Figure 1. Placement view.
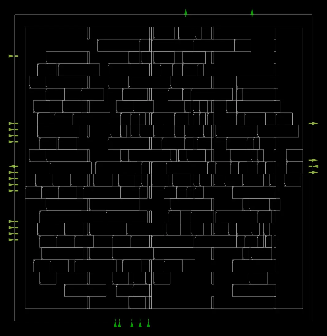
Figure 2. Local utilization.
The die is cut into 7 by 7 equal tiles; white is low, dark blue is high, 0 to 100% covered.
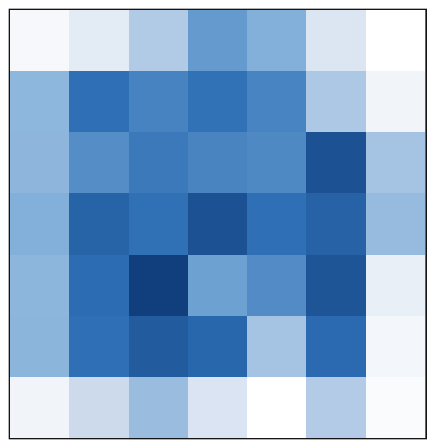
Figure 3. Signal wires on met2.
Cells faint in the background.
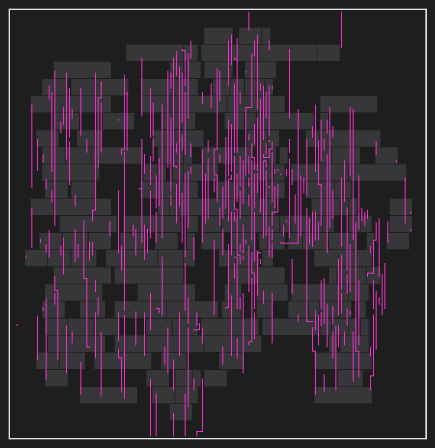
[src/rtl/spi_ctrl_pkg.sv]
// Shared frame layout, register map and FSM states for the SPI mode-0 controller.
package spi_ctrl_pkg;

  localparam int FRAME_W  = 16;
  localparam int RW_BIT   = 15;
  localparam int ADDR_MSB = 14;
  localparam int ADDR_LSB = 8;
  localparam int DATA_MSB = 7;

  localparam logic [6:0] ADDR_EN_OUT_7_0  = 7'd0;
  localparam logic [6:0] ADDR_EN_OUT_15_8 = 7'd1;
  localparam logic [6:0] ADDR_EN_PWM_7_0  = 7'd2;
  localparam logic [6:0] ADDR_EN_PWM_15_8 = 7'd3;
  localparam logic [6:0] ADDR_PWM_DUTY    = 7'd4;

  typedef enum logic [1:0] {IDLE, SETUP, SHIFT, GAP} state_t;

  function automatic logic [FRAME_W-1:0] pack_frame(input logic       wr,
                                                    input logic [6:0] addr,
                                                    input logic [7:0] data);
    return {wr, addr, data};
  endfunction

endpackage

[src/rtl/spi_sclk_gen.sv]
// SCLK half-period divider: toggles every CLK_DIV enabled cycles, starting low.
// Held at div_cnt=0 / SCLK low whenever en is low.
module spi_sclk_gen #(
  parameter int CLK_DIV = 8
) (
  input  logic clk,
  input  logic rst,
  input  logic en,
  output logic sclk,
  output logic tick,
  output logic rise_stb,
  output logic fall_stb
);

  localparam int DW = (CLK_DIV > 1) ? $clog2(CLK_DIV) : 1;
  localparam logic [DW-1:0] DIV_LAST = DW'(CLK_DIV - 1);

  logic [DW-1:0] div_cnt;

  // tick is the raw end-of-half-period flag; the strobes mark the edge at which SCLK toggles.
  assign tick     = (div_cnt == DIV_LAST);
  assign rise_stb = en && tick && !sclk;
  assign fall_stb = en && tick && sclk;

  always_ff @(posedge clk or posedge rst) begin
    if (rst) begin
      div_cnt <= '0;
      sclk    <= 1'b0;
    end else if (!en) begin
      div_cnt <= '0;
      sclk    <= 1'b0;
    end else if (tick) begin
      div_cnt <= '0;
      sclk    <= ~sclk;
    end else begin
      div_cnt <= div_cnt + 1'b1;
    end
  end

endmodule

[src/rtl/spi_controller.sv]
// SPI mode-0 frame originator: 16-bit {R/W, addr[6:0], data[7:0]} MSB-first on nCS/SCLK/COPI.
// Optional SPI_CTRL_READBACK_EN adds cipo sampling and rd_data for read frames.
module spi_controller
  import spi_ctrl_pkg::*;
#(
  parameter int CLK_DIV    = 8,
  parameter int GAP_CYCLES = 16
) (
  input  logic       clk,
  input  logic       rst,
  input  logic       req_valid,
  output logic       req_ready,
  input  logic       req_write,
  input  logic [6:0] req_addr,
  input  logic [7:0] req_data,
  output logic       busy,
  output logic       done,
  output logic       nCS,
  output logic       SCLK,
  output logic       COPI
`ifdef SPI_CTRL_READBACK_EN
  ,
  input  logic       cipo,
  output logic [7:0] rd_data
`endif
);

  generate
    if (CLK_DIV < 2) begin : g_bad_div
      $error("spi_controller: CLK_DIV must be >= 2");
    end
    if (GAP_CYCLES < 1) begin : g_bad_gap
      $error("spi_controller: GAP_CYCLES must be >= 1");
    end
  endgenerate

  localparam int GW = $clog2(GAP_CYCLES + 1);
  localparam logic [GW-1:0] GAP_LAST = GW'(GAP_CYCLES - 1);

  state_t               state, state_nx;
  logic [FRAME_W-1:0]   shift_q;
  logic [3:0]           bit_cnt;
  logic                 last_q;
  logic [GW-1:0]        gap_cnt;
  logic                 accept;
  logic                 end_frame;
  logic                 gap_done;
  logic                 sclk_en;
  logic                 tick;
  logic                 rise_stb;
  logic                 fall_stb;

  assign req_ready = (state == IDLE);
  assign accept    = req_valid && req_ready;
  // The frame ends on the 33rd half-period boundary, after the low half that follows bit 0.
  assign end_frame = (state == SHIFT) && last_q && tick;
  assign gap_done  = (state == GAP) && (gap_cnt == GAP_LAST);
  assign sclk_en   = ((state == SETUP) || (state == SHIFT)) && !end_frame;

  spi_sclk_gen #(.CLK_DIV(CLK_DIV)) u_sclk_gen (
    .clk      (clk),
    .rst      (rst),
    .en       (sclk_en),
    .sclk     (SCLK),
    .tick     (tick),
    .rise_stb (rise_stb),
    .fall_stb (fall_stb)
  );

  always_ff @(posedge clk or posedge rst) begin
    if (rst) state <= IDLE;
    else     state <= state_nx;
  end

  always_comb begin
    state_nx = state;
    case (state)
      IDLE:    if (accept)    state_nx = SETUP;
      SETUP:   if (rise_stb)  state_nx = SHIFT;
      SHIFT:   if (end_frame) state_nx = GAP;
      GAP:     if (gap_done)  state_nx = IDLE;
      default:                state_nx = IDLE;
    endcase
  end

  always_ff @(posedge clk or posedge rst) begin
    if (rst) begin
      shift_q <= '0;
      bit_cnt <= '0;
      last_q  <= 1'b0;
      gap_cnt <= '0;
      nCS     <= 1'b1;
      COPI    <= 1'b0;
      done    <= 1'b0;
      busy    <= 1'b0;
    end else begin
      done <= 1'b0;
      case (state)
        IDLE: begin
          if (accept) begin
            shift_q <= pack_frame(req_write, req_addr, req_data);
            nCS     <= 1'b0;
            COPI    <= req_write;
            busy    <= 1'b1;
            bit_cnt <= '0;
            last_q  <= 1'b0;
          end
        end
        SETUP: begin
          if (rise_stb) bit_cnt <= 4'd15;
        end
        SHIFT: begin
          if (end_frame) begin
            nCS  <= 1'b1;
            COPI <= 1'b0;
            done <= 1'b1;
          end else if (fall_stb) begin
            // Fall after bit 0 leaves COPI alone and arms the final low half-period.
            if (bit_cnt != 4'd0) begin
              COPI    <= shift_q[bit_cnt - 4'd1];
              bit_cnt <= bit_cnt - 4'd1;
            end else begin
              last_q <= 1'b1;
            end
          end
        end
        GAP: begin
          if (gap_done) begin
            gap_cnt <= '0;
            busy    <= 1'b0;
          end else begin
            gap_cnt <= gap_cnt + 1'b1;
          end
        end
        default: ;
      endcase
    end
  end

`ifdef SPI_CTRL_READBACK_EN
  logic [7:0] rd_shift;

  // Read frames: collect cipo at the rises of data bits 7..0, publish on frame completion.
  always_ff @(posedge clk or posedge rst) begin
    if (rst) begin
      rd_shift <= '0;
      rd_data  <= '0;
    end else begin
      if ((state == SHIFT) && rise_stb && !shift_q[RW_BIT] && (bit_cnt <= 4'd7))
        rd_shift <= {rd_shift[6:0], cipo};
      if (end_frame && !shift_q[RW_BIT])
        rd_data <= rd_shift;
    end
  end
`endif

endmodule

[config.mk]
export PLATFORM = sky130hd
export DESIGN_NAME = spi_controller
export DESIGN_NICKNAME = d
export VERILOG_FILES = /design/src/rtl/spi_ctrl_pkg.sv /design/src/rtl/spi_sclk_gen.sv /design/src/rtl/spi_controller.sv
export SDC_FILE = /design/constraint.sdc
export NUM_CORES = 1
export LEC_CHECK = 0
export CAP_MARGIN = 20
export CORE_AREA = 2 2 64 66
export CTS_CLUSTER_DIAMETER = 150
export DETAILED_ROUTE_END_ITERATION = 8
export DIE_AREA = 0 0 66 68
export PLACE_DENSITY = 0.82
export REMOVE_ABC_BUFFERS = 1
export SLEW_MARGIN = 20
export SYNTH_ARGS = -nofsm -noshare
export SYNTH_HDL_FRONTEND = slang
export SYNTH_SLANG_ARGS = --single-unit
[constraint.sdc]
create_clock -name clk -period 4.1 [get_ports clk]
set_input_delay 0.82 -clock clk [delete_from_list [all_inputs] [get_ports clk]]
set_output_delay 0.82 -clock clk [all_outputs]
set_load 0.01 [all_outputs]
==> notes.md <==
Status of the implementation.

- The run finished with clean final reports.
- The number of buffers added by the clock tree synthesis step is 5, for reference.
- The completed layout was analyzed and its total power is 690 µW.
- The layer flagged by global routing as most heavily used is met2.
- The number of port buffers is 24, for reference.
- The number of buffer and inverter instances along the worst setup path is 2, for reference.
- Summing all non-filler instances in the final layout gives an area of 0.00224 mm².
- The number of instances on the worst hold path is 1, for reference.
- For reference, the top logic cell family by area is multiplexers.
- The cell-mix breakdown from Yosys lists the adder-cell area share as 0.0609.
- The top contributor to total power is registers, for reference.
- The maximum fanout along the worst path is 6, for reference.
- The HPWL after detailed placement is 2.59 mm, for reference.
- The met3 usage is 0.0592, for reference.
- The register with the most flip-flops in the layout has 16 of them.
- The highest clock rate this design can be run at is 0.407 GHz.
- The beginning of the worst hold path is u_sclk_gen.div_cnt[0], for reference.
- The registers reported with the highest flop counts are shift_q (16), gap_cnt (5), bit_cnt (4).
- The switching part of the total is 0.201, for reference.
- The number of gates resized after CTS is 0, for reference.
- The cell area after placement is 0.00213 mm², for reference.
- The worst-case IR drop observed on VDD is 0.205 mV.
- The pre-CTS worst setup slack is 1480 ps, for reference.
- The share of final layout cell area taken by clock buffers and inverters is 0.0496, for reference.
- In the final layout, the clock buffer count is 5.
- The internal portion of the total power is 551 µW.
- The capture endpoint of the worst hold path is u_sclk_gen.div_cnt[0], for reference.
- The initial antenna violation count is 0.
- The stage delay of the slowest cell on the critical path is 570 ps, for reference.
- Looking at the post-CTS report, the setup buffer insertion count equals 0.
- The via count of the first global-routing pass is 1260, for reference.
- Setup repair after global routing left no endpoint under its margin.
- The kind of cell with the highest combined delay along the critical path is buffers and inverters.
- STA lists the startpoint of the worst register-to-register path as state[0].
- The slowest cell on the critical path is sky130_fd_sc_hd__clkdlybuf4s50_1, for reference.
- In this run the clock root is driven by a sky130_fd_sc_hd__clkbuf_8.
- The share of synthesized area occupied by flip-flops and latches is 0.488, for reference.
- The power report attributes to the clock group a share of 0.449.
- The portion of synthesized area spent on multiplexers is 0.189.
- Of the total synthesized cell area, the portion taken by AND, OR, NAND and NOR gates is 0.115.
- Sequential cells placed in the final layout were counted as 36.
- The minimum clock period is 2460 ps, for reference.
- The post-layout net count is 209, for reference.
- The area of the chip is 0.00449 mm², for reference.
- The number of pins exceeding their max-slew limit in the final report is 0, for reference.
- Ranked by instance count, the synthesized netlist is headed by sky130_fd_sc_hd__dfrtp_1 (35), sky130_fd_sc_hd__mux2_2 (18), sky130_fd_sc_hd__nand2_1 (13), sky130_fd_sc_hd__ha_1 (9).
- Per the post-CTS timing run, clock transition at the registers of the reported paths is 80 ps.
- Counting flops with an async set or reset pin after synthesis yields a share of 1.00.
- The routed design uses 1.76 mm of met2 wire.
- Per the detail_route log, met3 wirelength is 232 µm.
- The final critical-path share of the clock period is 0.599, for reference.
- The register share of total power is 0.515, for reference.
- The global routing report lists combined usage of all routing layers as 0.179.
- The total instance count after detailed placement is 224, for reference.
- The first routing iteration left 75 violations.
- Using the TritonRoute via totals, the vias-per-cell ratio works out to 5.49.
- The count of library flops with an enable pin is 0, for reference.
- The total number of clock tree sinks is 36, for reference.
- Looking at the cell usage after synthesis, the top flip-flop cell is sky130_fd_sc_hd__dfrtp_1.
- The number of multi-input logic gates is 105, for reference.
- For reference, the critical path cell chain is inv_1 -> ha_1 -> clkdlybuf4s50_1.
- The synthesis stats list as the most numerous cell sky130_fd_sc_hd__dfrtp_1.
- The worst setup path is launched from a flip-flop.
- The synthesis-to-layout area growth is 21.3%, for reference.
- Ranking logic cells in the layout by count gives the top entries sky130_fd_sc_hd__dfrtp_1 (35), sky130_fd_sc_hd__clkdlybuf4s50_1 (24), sky130_fd_sc_hd__mux2_2 (18).
- The uppermost layer routed is met4, for reference.
Back to the opening pictures, Figure 1:
final instance count without filler cells: 232
final core area utilization: 0.582
fill cell count: 330
Cell Rows: 23

Back to the opening pictures, Figure 2:
fullest tile: 94%
nearly empty tiles: 4.1%
mean over tiles: 49%
densest ninth of the die: centre
tiles over 75% full: 20%
emptiest ninth of the die: upper right
floorplan core density: 0.480
core footprint: 0.00386 mm²

Back to the opening pictures, Figure 3:
share of all routed wire: 50%
wire length on this layer: 1760 µm
total routed wirelength: 3.54 mm
via count of the routed design: 1274
grt met2 use: 0.308

Power figures rest on the tool's default switching activity, not on a simulated workload.
